==> src/rtl/mem_access_ctrl_if.sv <==
// Pipeline request/response handshakes and data-memory port signals for mem_access_ctrl.
// slave is the controller side; master is the pipeline/memory side.
interface mem_access_ctrl_if #(
    parameter int unsigned ADDR_W = 11,
    parameter int unsigned DATA_W = 32
);
    logic              req_valid;
    logic              req_ready;
    logic              req_we;
    logic [ADDR_W-1:0] req_addr;
    logic [DATA_W-1:0] req_wdata;

    logic              rsp_valid;
    logic              rsp_ready;
    logic [DATA_W-1:0] rsp_rdata;
    logic [ADDR_W-1:0] rsp_addr;

    logic              mem_w_en;
    logic [ADDR_W-1:0] mem_w_adrs;
    logic [DATA_W-1:0] mem_data_in;
    logic              mem_r_en1;
    logic [ADDR_W-1:0] mem_r_adrs1;
    logic [DATA_W-1:0] mem_data_out1;

    logic              busy;

    modport slave (
        input  req_valid, req_we, req_addr, req_wdata, rsp_ready, mem_data_out1,
        output req_ready, rsp_valid, rsp_rdata, rsp_addr,
        output mem_w_en, mem_w_adrs, mem_data_in, mem_r_en1, mem_r_adrs1, busy
    );

    modport master (
        output req_valid, req_we, req_addr, req_wdata, rsp_ready, mem_data_out1,
        input  req_ready, rsp_valid, rsp_rdata, rsp_addr,
        input  mem_w_en, mem_w_adrs, mem_data_in, mem_r_en1, mem_r_adrs1, busy
    );
endinterface

==> src/rtl/mem_access_ctrl.sv <==
// In-order load/store request controller: a small FIFO feeds the memory write port and
// read port 1, and load data is returned over a valid/ready response handshake.
module mem_access_ctrl #(
    parameter int unsigned ADDR_W = 11,
    parameter int unsigned DATA_W = 32,
    parameter int unsigned DEPTH  = 4,
    parameter int unsigned RD_LAT = 1
) (
    input logic             clk,
    input logic             reset,
    mem_access_ctrl_if.slave bus
);
    localparam int unsigned PTR_W = $clog2(DEPTH);
    localparam int unsigned CNT_W = PTR_W + 1;
    localparam int unsigned LAT_W = $clog2(RD_LAT + 1);

    typedef enum logic [1:0] {StIdle, StRdWait, StResp} state_e;

    state_e             r_state, w_state_nxt;
    logic [CNT_W-1:0]   r_count, w_count_nxt;
    logic [PTR_W-1:0]   r_wptr, r_rptr;
    logic [LAT_W-1:0]   r_lat, w_lat_nxt;

    logic               r_fifo_we   [DEPTH];
    logic [ADDR_W-1:0]  r_fifo_addr [DEPTH];
    logic [DATA_W-1:0]  r_fifo_data [DEPTH];

    logic               r_w_en, w_w_en_nxt;
    logic [ADDR_W-1:0]  r_w_adrs, w_w_adrs_nxt;
    logic [DATA_W-1:0]  r_data_in, w_data_in_nxt;
    logic               r_r_en1, w_r_en1_nxt;
    logic [ADDR_W-1:0]  r_r_adrs1, w_r_adrs1_nxt;
    logic               r_rsp_valid, w_rsp_valid_nxt;
    logic [DATA_W-1:0]  r_rsp_rdata, w_rsp_rdata_nxt;
    logic [ADDR_W-1:0]  r_rsp_addr, w_rsp_addr_nxt;

    logic w_full, w_empty, w_push, w_pop;

    assign w_full  = (r_count == CNT_W'(DEPTH));
    assign w_empty = (r_count == '0);
    // Acceptance depends only on the registered count, so a same-edge pop never frees a slot.
    assign w_push  = bus.req_valid && !w_full;

    always_comb begin
        w_state_nxt     = r_state;
        w_lat_nxt       = r_lat;
        w_pop           = 1'b0;
        w_w_en_nxt      = 1'b0;
        w_w_adrs_nxt    = r_w_adrs;
        w_data_in_nxt   = r_data_in;
        w_r_en1_nxt     = 1'b0;
        w_r_adrs1_nxt   = r_r_adrs1;
        w_rsp_valid_nxt = r_rsp_valid;
        w_rsp_rdata_nxt = r_rsp_rdata;
        w_rsp_addr_nxt  = r_rsp_addr;
        unique case (r_state)
            StIdle: begin
                if (!w_empty) begin
                    w_pop = 1'b1;
                    if (r_fifo_we[r_rptr]) begin
                        w_w_en_nxt    = 1'b1;
                        w_w_adrs_nxt  = r_fifo_addr[r_rptr];
                        w_data_in_nxt = r_fifo_data[r_rptr];
                    end else begin
                        w_r_en1_nxt   = 1'b1;
                        w_r_adrs1_nxt = r_fifo_addr[r_rptr];
                        w_lat_nxt     = LAT_W'(RD_LAT);
                        w_state_nxt   = StRdWait;
                    end
                end
            end
            StRdWait: begin
                if (r_lat == '0) begin
                    w_rsp_valid_nxt = 1'b1;
                    w_rsp_rdata_nxt = bus.mem_data_out1;
                    w_rsp_addr_nxt  = r_r_adrs1;
                    w_state_nxt     = StResp;
                end else begin
                    w_lat_nxt = r_lat - LAT_W'(1);
                end
            end
            StResp: begin
                if (bus.rsp_ready) begin
                    w_rsp_valid_nxt = 1'b0;
                    w_state_nxt     = StIdle;
                end
            end
            default: w_state_nxt = StIdle;
        endcase
        w_count_nxt = r_count + CNT_W'(w_push) - CNT_W'(w_pop);
    end

    always_ff @(posedge clk or posedge reset) begin
        if (reset) begin
            r_state     <= StIdle;
            r_count     <= '0;
            r_wptr      <= '0;
            r_rptr      <= '0;
            r_lat       <= '0;
            r_w_en      <= 1'b0;
            r_w_adrs    <= '0;
            r_data_in   <= '0;
            r_r_en1     <= 1'b0;
            r_r_adrs1   <= '0;
            r_rsp_valid <= 1'b0;
            r_rsp_rdata <= '0;
            r_rsp_addr  <= '0;
        end else begin
            r_state     <= w_state_nxt;
            r_count     <= w_count_nxt;
            r_lat       <= w_lat_nxt;
            r_w_en      <= w_w_en_nxt;
            r_w_adrs    <= w_w_adrs_nxt;
            r_data_in   <= w_data_in_nxt;
            r_r_en1     <= w_r_en1_nxt;
            r_r_adrs1   <= w_r_adrs1_nxt;
            r_rsp_valid <= w_rsp_valid_nxt;
            r_rsp_rdata <= w_rsp_rdata_nxt;
            r_rsp_addr  <= w_rsp_addr_nxt;
            if (w_push) r_wptr <= r_wptr + PTR_W'(1);
            if (w_pop)  r_rptr <= r_rptr + PTR_W'(1);
        end
    end

    always_ff @(posedge clk) begin
        if (w_push) begin
            r_fifo_we[r_wptr]   <= bus.req_we;
            r_fifo_addr[r_wptr] <= bus.req_addr;
            r_fifo_data[r_wptr] <= bus.req_wdata;
        end
    end

    assign bus.req_ready   = !w_full;
    assign bus.rsp_valid   = r_rsp_valid;
    assign bus.rsp_rdata   = r_rsp_rdata;
    assign bus.rsp_addr    = r_rsp_addr;
    assign bus.mem_w_en    = r_w_en;
    assign bus.mem_w_adrs  = r_w_adrs;
    assign bus.mem_data_in = r_data_in;
    assign bus.mem_r_en1   = r_r_en1;
    assign bus.mem_r_adrs1 = r_r_adrs1;
    assign bus.busy        = !w_empty || (r_state != StIdle);
endmodule

==> src/flat_wrapper.sv <==
// flat-port wrapper written by rule: the top's interface ports become plain ports
module mem_access_ctrl_flat 
#(
    parameter int unsigned ADDR_W = 11,
    parameter int unsigned DATA_W = 32,
    parameter int unsigned DEPTH  = 4,
    parameter int unsigned RD_LAT = 1
)
  (clk, reset, bus_req_valid, bus_req_we, bus_req_addr, bus_req_wdata, bus_rsp_ready, bus_mem_data_out1, bus_req_ready, bus_rsp_valid, bus_rsp_rdata, bus_rsp_addr, bus_mem_w_en, bus_mem_w_adrs, bus_mem_data_in, bus_mem_r_en1, bus_mem_r_adrs1, bus_busy);
  mem_access_ctrl_if #(.ADDR_W(ADDR_W), .DATA_W(DATA_W)) bus_i ();
  input logic clk;
  input logic reset;
  input wire logic [$bits(bus_i.req_valid)-1:0] bus_req_valid;
  input wire logic [$bits(bus_i.req_we)-1:0] bus_req_we;
  input wire logic [$bits(bus_i.req_addr)-1:0] bus_req_addr;
  input wire logic [$bits(bus_i.req_wdata)-1:0] bus_req_wdata;
  input wire logic [$bits(bus_i.rsp_ready)-1:0] bus_rsp_ready;
  input wire logic [$bits(bus_i.mem_data_out1)-1:0] bus_mem_data_out1;
  output wire logic [$bits(bus_i.req_ready)-1:0] bus_req_ready;
  output wire logic [$bits(bus_i.rsp_valid)-1:0] bus_rsp_valid;
  output wire logic [$bits(bus_i.rsp_rdata)-1:0] bus_rsp_rdata;
  output wire logic [$bits(bus_i.rsp_addr)-1:0] bus_rsp_addr;
  output wire logic [$bits(bus_i.mem_w_en)-1:0] bus_mem_w_en;
  output wire logic [$bits(bus_i.mem_w_adrs)-1:0] bus_mem_w_adrs;
  output wire logic [$bits(bus_i.mem_data_in)-1:0] bus_mem_data_in;
  output wire logic [$bits(bus_i.mem_r_en1)-1:0] bus_mem_r_en1;
  output wire logic [$bits(bus_i.mem_r_adrs1)-1:0] bus_mem_r_adrs1;
  output wire logic [$bits(bus_i.busy)-1:0] bus_busy;
  assign bus_i.req_valid = bus_req_valid;
  assign bus_i.req_we = bus_req_we;
  assign bus_i.req_addr = bus_req_addr;
  assign bus_i.req_wdata = bus_req_wdata;
  assign bus_i.rsp_ready = bus_rsp_ready;
  assign bus_i.mem_data_out1 = bus_mem_data_out1;
  assign bus_req_ready = bus_i.req_ready;
  assign bus_rsp_valid = bus_i.rsp_valid;
  assign bus_rsp_rdata = bus_i.rsp_rdata;
  assign bus_rsp_addr = bus_i.rsp_addr;
  assign bus_mem_w_en = bus_i.mem_w_en;
  assign bus_mem_w_adrs = bus_i.mem_w_adrs;
  assign bus_mem_data_in = bus_i.mem_data_in;
  assign bus_mem_r_en1 = bus_i.mem_r_en1;
  assign bus_mem_r_adrs1 = bus_i.mem_r_adrs1;
  assign bus_busy = bus_i.busy;
  mem_access_ctrl #(.ADDR_W(ADDR_W), .DATA_W(DATA_W), .DEPTH(DEPTH), .RD_LAT(RD_LAT)) u_core (.clk(clk), .reset(reset), .bus(bus_i));
endmodule
==> config.mk <==
export PLATFORM = sky130hd
export DESIGN_NAME = mem_access_ctrl_flat
export DESIGN_NICKNAME = d
export VERILOG_FILES = /design/src/rtl/mem_access_ctrl_if.sv /design/src/rtl/mem_access_ctrl.sv /design/src/flat_wrapper.sv
export SDC_FILE = /design/constraint.sdc
export NUM_CORES = 1
export LEC_CHECK = 0
export ABC_AREA = 1
export CELL_PAD_IN_SITES_DETAIL_PLACEMENT = 1
export CELL_PAD_IN_SITES_GLOBAL_PLACEMENT = 1
export CORE_MARGIN = 10
export CORE_UTILIZATION = 42
export DETAILED_ROUTE_END_ITERATION = 8
export PLACE_DENSITY = 0.91
export SYNTH_ARGS = -nofsm -noshare
export SYNTH_HDL_FRONTEND = slang
export SYNTH_SLANG_ARGS = --single-unit
export TNS_END_PERCENT = 30
==> constraint.sdc <==
create_clock -name clk -period 4.6 [get_ports clk]
set_input_delay 0.92 -clock clk [delete_from_list [all_inputs] [get_ports clk]]
set_output_delay 0.92 -clock clk [all_outputs]
set_load 0.02 [all_outputs]
PDN straps and rails:
(2 px per micron) Pins as bars on the die edge.
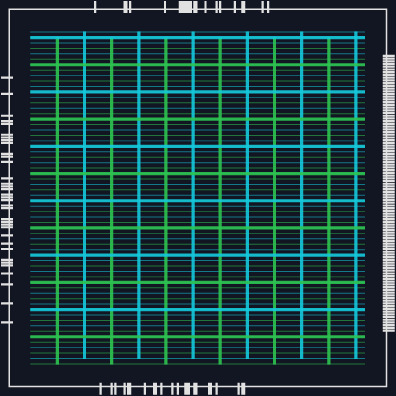
VDD -> cyan
VSS -> green
rows = 61
met4 straps = 12
met5 straps = 12
met1 rails = 62

Placement by cell class:
(1.5 px per micron) Fill, decap, tap and diode cells in grey.
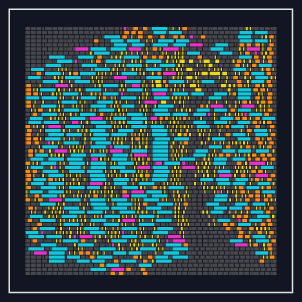
other buffers and delay cells -> orange  # cells 195, share of their area 13%
clock drivers and dummy loads -> magenta  # cells 56, share of their area 6.8%
all other logic -> yellow  # cells 842, share of their area 24%
flops -> cyan  # cells 286, share of their area 56%

==> flow_summary.json <==
{
  "status": "complete, no violations",
  "fmax_mhz": 337,
  "worstMarginPinSlew_ps": 1060,
  "dieHeight_microns": 188,
  "top_cell_area_share": 0.447,
  "syn_area_per_cell_sq_um": 9.99,
  "grt_max_degree": 93,
  "netlist_area_sq_um": 11800,
  "drtIter0Drc": 454,
  "die_width_microns": 188,
  "cts_tree": "done",
  "vias_per_cell": 4.96,
  "required_ps": 3680,
  "leakage_nw": 6.96,
  "vdd_drop_max_mv": 0.347,
  "cpMaxStageDelayCell": "clkdlybuf4s50_1",
  "core_sq_um": 27800,
  "clk_latency_ps": 570,
  "final_max_slew_viol_count": 0,
  "grt_pass1_wl_mm": 54.3,
  "path_buffers": 1,
  "num_rows": 61,
  "gp_congestion": 0.779,
  "setup_tns_ps": 0,
  "switching_share": 0.404,
  "htree_levels": 1,
  "routedWlPerCell_microns": 19.7,
  "drc": 0,
  "numPortBuffers": 181,
  "lay_top_cells": "435 x nand2_1, 189 x inv_1, 188 x nand3_1",
  "hold_buffers": 0,
  "cts_setup_buffers": 0,
  "ys_types": 22,
  "path_cells": "nor3_2 > nand2_1 > clkdlybuf4s50_1",
  "power.density_nw_per_um2": 727,
  "numSynthFlops": 286,
  "clockRootBuffer": "clkbuf_16",
  "fillers": 3061,
  "rsz0062_at_grt": "no",
  "io_pins": 182,
  "r2r_cells": 8,
  "grt_pass1_vias": 9685,
  "fp_nets": 1271,
  "nNetsFinal": 1442,
  "tool_warnings": 29,
  "ant_nets": 0,
  "r2r-end": "u_core.bus.mem_data_in[23]$_DFFE_PP0P_",
  "utilization": 0.539,
  "setup_viol": 0,
  "holdWs_ps": 467,
  "cts_resized": 0,
  "dieArea_sq_um": 35300,
  "initial_core_util": 0.426,
  "dp_cells": 1701,
  "fin_cells": 1759,
  "worstReg2RegStart": "u_core.r_rptr[0]$_DFFE_PP0P_",
  "ys_chip_area_sq_um": 11800,
  "synth_area_leader_cell": "edfxtp_1",
  "post-route-min-period_ps": 2970,
  "grt_use_total": 0.191,
  "hold_violations": 0,
  "routed_wl_mm": 34.6,
  "ys_seq_share": 0.679,
  "dr.pass1.iters": 5,
  "dp_hpwl_mm": 22.9,
  "yosys-stat-cells": 1184,
  "cp-end-kind": "output pin",
  "yosysWarningCount": 0,
  "worstHoldStart": "u_core.bus.rsp_rdata[30]$_DFFE_PP0P_",
  "crit_type": "reg -> out",
  "clkPwrFrac": 0.219,
  "whs_endpoint": "u_core.bus.rsp_rdata[30]$_DFFE_PP0P_",
  "syn-instance-count": 1184,
  "antenna_found_initial": 2,
  "power_frac_comb": 0.417,
  "dr_total_vias": 8716,
  "overflow": 0,
  "hold_depth": 2
}
Clock distribution:
(3 px per micron)
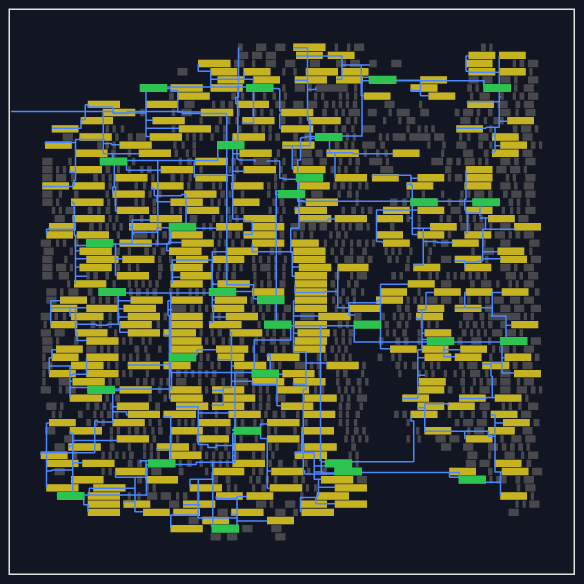
flip-flops -> yellow  # count 286
cells driving clock nets -> green  # count 30
clock wires -> blue  # length 3440 microns
flops lie = widely spread

[cell type report]
| cell class | count | area [sq um] | area share |
|---|---|---|---|
| Antenna cell | 2 | 5.00 | 0.000334 |
| Clock buffer | 38 | 831 | 0.0555 |
| Clock inverter | 18 | 150 | 0.0100 |
| Inverter | 193 | 728 | 0.0487 |
| Multi-Input combinational cell | 649 | 2820 | 0.188 |
| Sequential cell | 286 | 8040 | 0.538 |
| Tap cell | 378 | 473 | 0.0316 |
| Timing Repair Buffer | 195 | 1920 | 0.128 |
[synth_stat cells (all sizes together)]
library cell    n
fa              1
xor2            2
dfrtp         110
inv           193
nand3         188
nor2            9
buf            39
xnor2           2
ha              6
edfxtp        176
o21ai           2
nand2         437
nor3            1
or2             1
clkbuf         17
[cells by family (layout without fill, tap and decap cells)]
group | Yosys count | after routing | synth area share
buf+inv | 249 | 444 | 0.0852
xor+xnor | 4 | 4 | 0.00296
fa+ha+maj | 7 | 7 | 0.00804
flops | 286 | 286 | 0.679
simple gates | 636 | 636 | 0.224
compound gates | 2 | 2 | 0.000846
other cells | 0 | 2 | 0
[flip-flops by register name, summed over array words and instances (netlist names), 2 cells and up]
signal / cells
u_core.bus.rsp_addr: 11
u_core.bus.mem_w_adrs: 11
u_core.r_fifo_we: 4
u_core.bus.rsp_rdata: 32
u_core.bus.mem_data_in: 32
u_core.r_rptr: 2
u_core.r_fifo_data: 128
u_core.r_state: 2
u_core.r_wptr: 2
u_core.r_count: 3
u_core.bus.mem_r_adrs1: 11
u_core.r_fifo_addr: 44
[worst register-to-register path: stages, from the launching register on]
cell	delay, ps
dfrtp_4	410
buf_4	740
nand2_1	290
nand2_1	160
nand2_1	70
nand2_2	120
nand2_2	610
nand2_1	290
nand2_1	90
[power by group through the flow]
stage                     sequential, mW  combinational [mW]  clock, mW
final                               3.97                4.54       2.38
after global routing                4.04                5.02       2.55
after CTS                           3.97                4.63       2.42
after detailed placement            4.01                4.57          0
after global placement              3.94                4.29          0
after floorplan                     4.41                2.25          0
[per-stage QoR]
stage | worst slack, ps | cell area, sq um
after detailed placement | 1760 | 14000
after global routing | 1390 | 15000
after global placement | 1840 | 14000
after floorplan | 778 | 11800
after CTS | 1580 | 15000
final | 1630 | 15000
[worst max-delay path by stage]
stage / cells after the start / from / endpoint
final: 3 / u_core.r_count[1]$_DFF_PP0_ / bus_busy
after global placement: 4 / bus_req_valid / u_core.r_fifo_data[3][29]$_DFFE_PP_
after floorplan: 1 / reset / u_core.bus.mem_data_in[0]$_DFFE_PP0P_
after CTS: 3 / u_core.r_count[1]$_DFF_PP0_ / bus_busy
after detailed placement: 7 / u_core.r_rptr[1]$_DFFE_PP0P_ / u_core.bus.mem_data_in[25]$_DFFE_PP0P_
after global routing: 8 / u_core.r_rptr[0]$_DFFE_PP0P_ / u_core.bus.mem_data_in[18]$_DFFE_PP0P_
[layer usage]
layer	track usage	share of wire
met1	0.223	0.41
met3	0.0364	0.048
met4	0.0495	0.018
met2	0.351	0.52
met5	0	0
